**config.mk**
```make
export PLATFORM = sky130hd
export DESIGN_NAME = brnch_tgt_queue
export DESIGN_NICKNAME = d
export VERILOG_FILES = /design/src/rtl/brnch_tgt_queue.sv
export SDC_FILE = /design/constraint.sdc
export NUM_CORES = 1
export LEC_CHECK = 0
export ABC_AREA = 1
export CAP_MARGIN = 20
export CORE_AREA = 2 2 193 195
export DETAILED_ROUTE_END_ITERATION = 10
export DIE_AREA = 0 0 195 197
export DONT_BUFFER_PORTS = 1
export HOLD_SLACK_MARGIN = 0.06
export SETUP_SLACK_MARGIN = 0.15
export SYNTH_ARGS = -nofsm -noshare
export SYNTH_HDL_FRONTEND = slang
export SYNTH_SLANG_ARGS = --single-unit
```
**constraint.sdc**
```tcl
create_clock -name clk -period 5.86 [get_ports clk]
set_input_delay 1.172 -clock clk [delete_from_list [all_inputs] [get_ports clk]]
set_output_delay 1.172 -clock clk [all_outputs]
set_load 0.02 [all_outputs]
```
**src/rtl/brnch_tgt_queue.sv**
```systemverilog
// In-order branch target queue: accepts up to two targets per fetch group,
// hands them out one per cycle over valid/ready, and throttles fetch near full.
module brnch_tgt_queue #(
    parameter int DEPTH = 8,
    parameter int AW    = 3
) (
    input  logic          clk,
    input  logic          rst,
    input  logic          flush,
    input  logic          enq_vld,
    input  logic [3:0]    brnch_pc_sel_from_bhndlr,
    input  logic [15:0]   brnch_addr_pc0,
    input  logic [15:0]   brnch_addr_pc1,
    input  logic          deq_rdy,
    output logic          deq_vld,
    output logic [15:0]   deq_tgt,
    output logic [1:0]    deq_slot,
    output logic          enq_stall,
    output logic [AW:0]   cnt,
    output logic          ovf_err,
    output logic          sel_err
);

    logic [15:0]   tgt_mem [DEPTH];
    logic [1:0]    slot_mem [DEPTH];
    logic [AW-1:0] wr_ptr_reg;
    logic [AW-1:0] rd_ptr_reg;
    logic [AW:0]   cnt_reg;
    logic          ovf_err_reg;
    logic          sel_err_reg;

    logic [2:0]    pop;
    logic [1:0]    hi_slot;
    logic [1:0]    lo_slot;
    logic [1:0]    n_req;
    logic [1:0]    n_acc;
    logic          sel_bad;
    logic          ovf;
    logic [AW:0]   free_cnt;
    logic [AW:0]   n_ext;
    logic          deq_fire;
    logic [AW-1:0] wr_ptr_inc;
    logic [AW-1:0] wr_ptr_next;
    logic [AW-1:0] rd_ptr_next;
    logic [AW:0]   cnt_next;

    // hi_slot belongs to the highest set mask bit (oldest branch), lo_slot to the lowest.
    always_comb begin
        hi_slot = 2'd0;
        lo_slot = 2'd0;
        for (int b = 0; b < 4; b++) begin
            if (brnch_pc_sel_from_bhndlr[b]) hi_slot = 2'(3 - b);
        end
        for (int b = 3; b >= 0; b--) begin
            if (brnch_pc_sel_from_bhndlr[b]) lo_slot = 2'(3 - b);
        end
    end

    always_comb begin
        pop = 3'(brnch_pc_sel_from_bhndlr[0]) + 3'(brnch_pc_sel_from_bhndlr[1])
            + 3'(brnch_pc_sel_from_bhndlr[2]) + 3'(brnch_pc_sel_from_bhndlr[3]);
        sel_bad  = enq_vld && (pop >= 3'd3);
        n_req    = (enq_vld && (pop <= 3'd2)) ? pop[1:0] : 2'd0;
        free_cnt = (AW+1)'(DEPTH) - cnt_reg;
        n_ext    = {{(AW-1){1'b0}}, n_req};
        // Space is judged against occupancy before this cycle's dequeue.
        ovf      = (n_req != 2'd0) && (n_ext > free_cnt);
        n_acc    = ovf ? 2'd0 : n_req;
        deq_fire = (cnt_reg != '0) && deq_rdy;
        wr_ptr_inc  = wr_ptr_reg + AW'(1);
        wr_ptr_next = wr_ptr_reg + {{(AW-2){1'b0}}, n_acc};
        rd_ptr_next = rd_ptr_reg + {{(AW-1){1'b0}}, deq_fire};
        cnt_next    = cnt_reg + {{(AW-1){1'b0}}, n_acc} - {{AW{1'b0}}, deq_fire};
    end

    always_ff @(posedge clk or posedge rst) begin
        if (rst) begin
            wr_ptr_reg  <= '0;
            rd_ptr_reg  <= '0;
            cnt_reg     <= '0;
            ovf_err_reg <= 1'b0;
            sel_err_reg <= 1'b0;
        end else if (flush) begin
            wr_ptr_reg  <= '0;
            rd_ptr_reg  <= '0;
            cnt_reg     <= '0;
            ovf_err_reg <= 1'b0;
            sel_err_reg <= 1'b0;
        end else begin
            wr_ptr_reg  <= wr_ptr_next;
            rd_ptr_reg  <= rd_ptr_next;
            cnt_reg     <= cnt_next;
            ovf_err_reg <= ovf;
            sel_err_reg <= sel_bad;
        end
    end

    // Each entry owns its write port; the two writes of a pair never collide.
    generate
        for (genvar gi = 0; gi < DEPTH; gi++) begin : g_entry
            always_ff @(posedge clk or posedge rst) begin
                if (rst) begin
                    tgt_mem[gi]  <= '0;
                    slot_mem[gi] <= '0;
                end else if (!flush) begin
                    if ((n_acc != 2'd0) && (wr_ptr_reg == AW'(gi))) begin
                        tgt_mem[gi]  <= brnch_addr_pc0;
                        slot_mem[gi] <= hi_slot;
                    end else if ((n_acc == 2'd2) && (wr_ptr_inc == AW'(gi))) begin
                        tgt_mem[gi]  <= brnch_addr_pc1;
                        slot_mem[gi] <= lo_slot;
                    end
                end
            end
        end
    endgenerate

    always_comb begin
        deq_vld   = (cnt_reg != '0);
        deq_tgt   = deq_vld ? tgt_mem[rd_ptr_reg] : 16'd0;
        deq_slot  = deq_vld ? slot_mem[rd_ptr_reg] : 2'd0;
        enq_stall = (cnt_reg > (AW+1)'(DEPTH - 2));
        cnt       = cnt_reg;
        ovf_err   = ovf_err_reg;
        sel_err   = sel_err_reg;
    end

endmodule

```
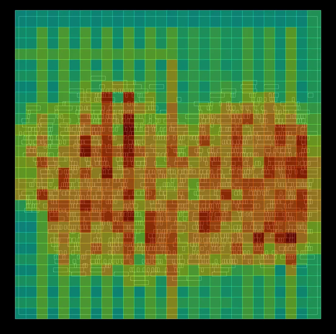
*Routing congestion map, run 1*
Core Util, Final: 31.4%
global-route met2 utilization: 30.4%
GR Util All Layers: 20.1%
M3 GR Usage: 5.34%
global route hottest layer: met2

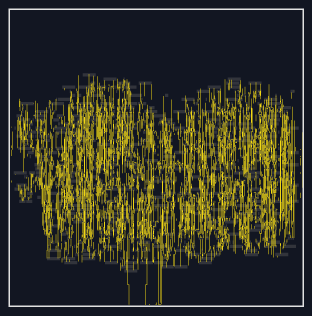
*The metal 2 layer, run 1*
Scale: 1.5 px per um. Cells faint in the background.
share of all routed wire = 43%
longest straight run = 75.6 um

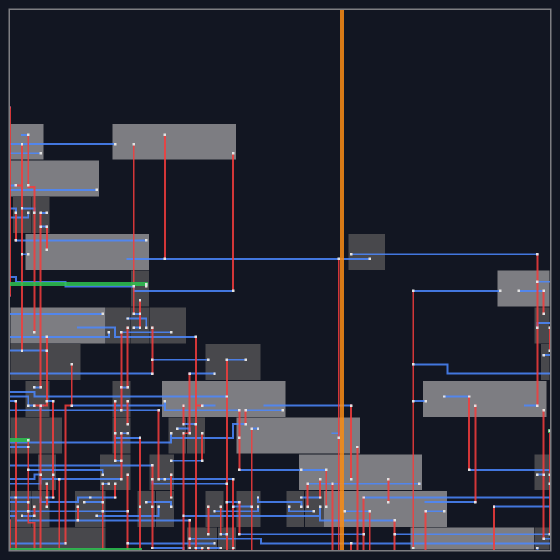
*A small window of the routed layout, run 1*
Window x 78 to 118, y 118 to 158 um. Cells in grey, sequential cells in the stronger grey; small squares are vias.
blue -> M1
red -> M2
green -> M3
orange -> M4
cells with their middle in the window = 42
most frequent = nand2_1 (18), dfrtp_1 (10), nand4_1 (5)
sequential cells in the window = 10
netlist names of flops here include = tgt_mem (8), slot_mem (2)

==> ci_impl_report.md, run 1 <==
### Flow metrics

| Metric | Value |
|---|---|
| Outcome | complete, no violations |
| IO Port Bufs | 0 |
| Routed WL | between 30000 and 40000 um |
| Max-area cell class | logic gates |
| IR drop worst, VDD | roughly 230 uV |
| Pwr Total | 4.98 mW |
| CLK BUF | 22 |
| Final min period | 4790 ps |
| ANT cells | 0 |
| Top cells by area | dfrtp_1, nand2_1, nand4_1 |
| Setup_tns | 0 ps |
| Top cells excl fill/tap | nand2_1, nor2_1, dfrtp_1 |
| Critical Path Start | brnch_pc_sel_from_bhndlr[0] |
| RSZ-0062 raised after global routing | false |
| HP Class | reg -> reg |
| CTS Hold Bufs | 0 |
| Layout cells sized above 1 | 6.22% |
| Warnings from Yosys | 0 |
| Synth logic family | simple AND/OR/NAND/NOR gates |
| Clock-pin slew on the worst setup and hold paths | 70 ps |
| Leak pwr | about 6 nW |
| Net count after synthesis | between 1500 and 2000 |
| Setup Skew | 10.2 ps |
| Non-Filler Instances | 1931 |
| Combinational share of cell area | a little over half |
| Inverter count | 37 |
| Worst hold slack | around 480 ps |
| Area fraction in mux cells | 0% |
| Setup CP Type | in -> reg |
| Post-Syn Area | ~0.011 mm^2 |
| FP Util | 29.8% |
| Slew @ Worst Pin | roughly 1100 ps |
| Ys cells | 1560 |
| Fin. max-slew vios | 0 |
| Final worst setup slack | 1070 ps |
| Top Metal Used | met4 |
==> run 2: changes to the inputs <==
==> constraint.sdc (replaced) <==
create_clock -name clk -period 3.8 [get_ports clk]
set_input_delay 0.76 -clock clk [delete_from_list [all_inputs] [get_ports clk]]
set_output_delay 0.76 -clock clk [all_outputs]
set_load 0.02 [all_outputs]
==> ci_impl_report.md, run 2 <==
### Flow metrics

| Metric | Value |
|---|---|
| Outcome | complete, no violations |
| Core Util, Final | about a third |
| IR drop worst, VDD | about 550 uV |
| Latency at later pin | 450 ps |
| ANT cells | 0 |
| Warnings from Yosys | 0 |
| CTS Hold Bufs | 0 |
| Layout cells sized above 1 | ~11% |
| RSZ-0062 raised after global routing | false |
| CLK BUF | 18 |
| Gate count of the mapped netlist | approximately 1600 |
| FP Util | 29.8% |
| Synth logic family | simple AND/OR/NAND/NOR gates |
| Inverter count | 37 |
| Net count after synthesis | 1626 |
| Global route hottest layer | met2 |
| Setup Skew | 12.5 ps |
| Fin. max-slew vios | 0 |
| Number of max-cap violations | 0 |
| HP Class | in -> async |
| Max-area cell class | logic gates |
| Pwr Total | ~8 mW |
| Setup CP Type | in -> reg |
| IO Port Bufs | 0 |
| Clock-pin slew on the worst setup and hold paths | about 70 ps |
| Non-Filler Instances | 1975 |
| M3 GR Usage | 6.95% |
| Post-Syn Area | 0.0108 mm^2 |
| Adders+Majority by Area | approximately 3.1% |
| Area fraction in mux cells | 0% |
| Post-CTS sizing | 0 |
| Final min period | 3420 ps |
| Slew @ Worst Pin | 1030 ps |
| Routed WL | 38300 um |
| Combinational share of cell area | 51.5% |
| Met3 wire length | 4640 um |
| Critical Path Start | brnch_pc_sel_from_bhndlr[3] |
| Worst hold slack | roughly 300 ps |
| Setup_tns | 0 ps |
| Ys cells | ~1600 |
| Top cell type by instance count after synthesis | nand2_1 |
| RePlAce Congestion | between 0.8 and 0.9 |
| Top cells by area | dfrtp_1, nand2_1, nand4_1 |
| Top Metal Used | met4 |
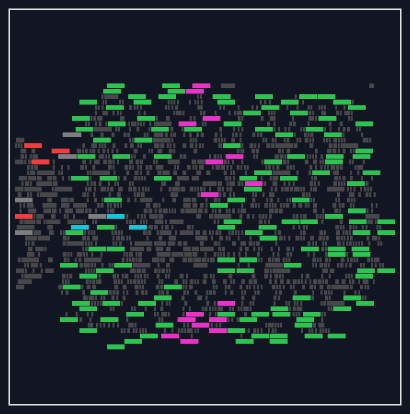
*Register map, names as in the netlist, run 2*
Scale: 2 px per um. Other sequential cells in the stronger grey, the rest of the logic in the fainter grey.
magenta -> slot_mem  # placed flops 16
green -> tgt_mem  # placed flops 128
red -> cnt  # placed flops 4
cyan -> wr_ptr_reg  # placed flops 3
not coloured = 5

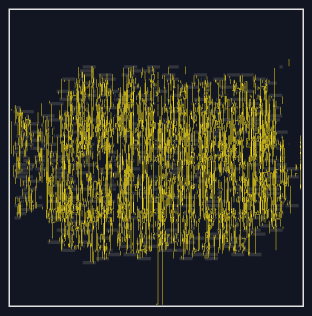
*The metal 2 layer, run 2*
Scale: 1.5 px per um. Cells faint in the background.
longest straight run = 68.7 um
main direction = vertical

==> run 3: changes to the inputs <==
--- a/config.mk
+++ b/config.mk
@@ -11,7 +11,9 @@
 export DETAILED_ROUTE_END_ITERATION = 10
 export DIE_AREA = 0 0 195 197
 export DONT_BUFFER_PORTS = 1
+export GPL_ROUTABILITY_DRIVEN = 0
 export HOLD_SLACK_MARGIN = 0.06
+export REMOVE_ABC_BUFFERS = 1
 export SETUP_SLACK_MARGIN = 0.15
 export SYNTH_ARGS = -nofsm -noshare
 export SYNTH_HDL_FRONTEND = slang
==> ci_impl_report.md, run 3 <==
### Flow metrics

| Metric | Value |
|---|---|
| Top cells by area | dfrtp_1, nand2_1, nand4_1 |
| IR drop worst, VDD | about 430 uV |
| Synth logic family | simple AND/OR/NAND/NOR gates |
| Latency at later pin | 440 ps |
| HP Class | in -> async |
| Gate count of the mapped netlist | approximately 1600 |
| Post-Syn Area | 0.0108 mm^2 |
| Setup Skew | ~12 ps |
| Pwr Total | 7.97 mW |
| Inverter count | 37 |
| CP delay by family, top | adder cells |
| Area fraction in mux cells | 0% |
| Non-Filler Instances | 1990 |
| Top cells excl fill/tap | nand2_1, nor2_1, dfrtp_1 |
| Leak pwr | 6.25 nW |
| Worst path max stage delay | 460 ps |
| GR Util All Layers | a little over a fifth |
| CTS Hold Bufs | 0 |
| Setup CP Type | in -> reg |
| Clock-pin slew on the worst setup and hold paths | 70 ps |
| Setup_tns | 0 ps |
| Vias in the first global route | ~11000 |
| Top Metal Used | met4 |
| RSZ-0062 raised after global routing | false |
| Final worst setup slack | 302 ps |
| Combinational share of cell area | 50.5% |
| Met3 wire length | 4980 um |
| Max reg flops | 128 |
| CLK BUF | 18 |
| Ys cells | 1560 |
| Worst hold slack | 204 ps |
| FP Util | 29.8% |
| Setup Fix Bufs, Post-CTS | 0 |
| Die height | 197 um |
| IO Port Bufs | 0 |
| M3 GR Usage | 5.95% |
| Cycle use final | 92.1% |
| Core Util, Final | 32.8% |
| Global-route met2 utilization | between 30% and 40% |
| Slew @ Worst Pin | between 1000 and 1500 ps |
| Final min period | between 3000 and 4000 ps |
| Adders+Majority by Area | between 3 and 4% |
| Fin. max-slew vios | 0 |
| Max-area cell class | logic gates |
| Global route hottest layer | met2 |
| Outcome | complete, no violations |
| Gr ovfl total | 0 |
| Logic area | 0.00600 mm^2 |
| Post-CTS sizing | 1 |
| Root Buffer | clkbuf_16 |
| Layout cells sized above 1 | about a tenth |
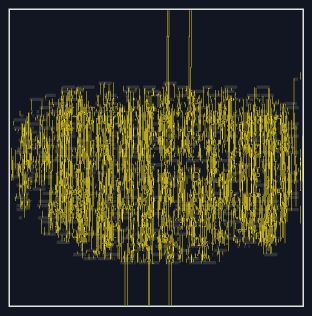
*The metal 2 layer, run 3*
Scale: 1.5 px per um. Cells faint in the background.
share of all routed wire = 44%
longest straight run = 74.1 um
wire length on this layer = 18100 um

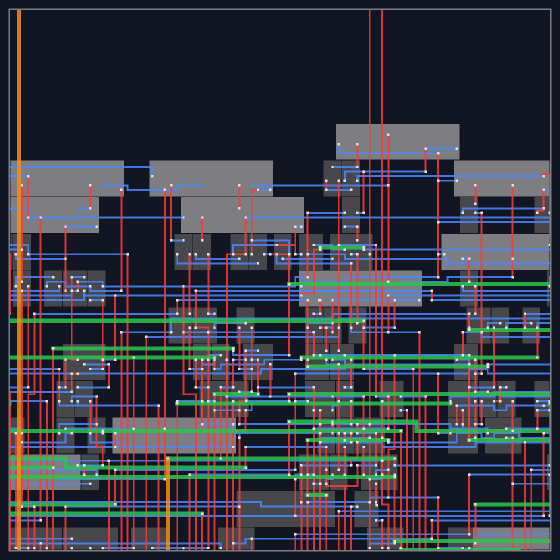
*A small window of the routed layout, run 3*
Window x 78 to 118, y 118 to 158 um. Cells in grey, sequential cells in the stronger grey; small squares are vias.
red -> M2
green -> M3
orange -> M4
blue -> M1
sequential cells in the window = 11
most frequent = nand2_1 (33), dfrtp_1 (11), nand3_1 (9)
cells with their middle in the window = 78
netlist names of flops here include = tgt_mem (11)

Power is estimated from default activity; no workload was simulated.
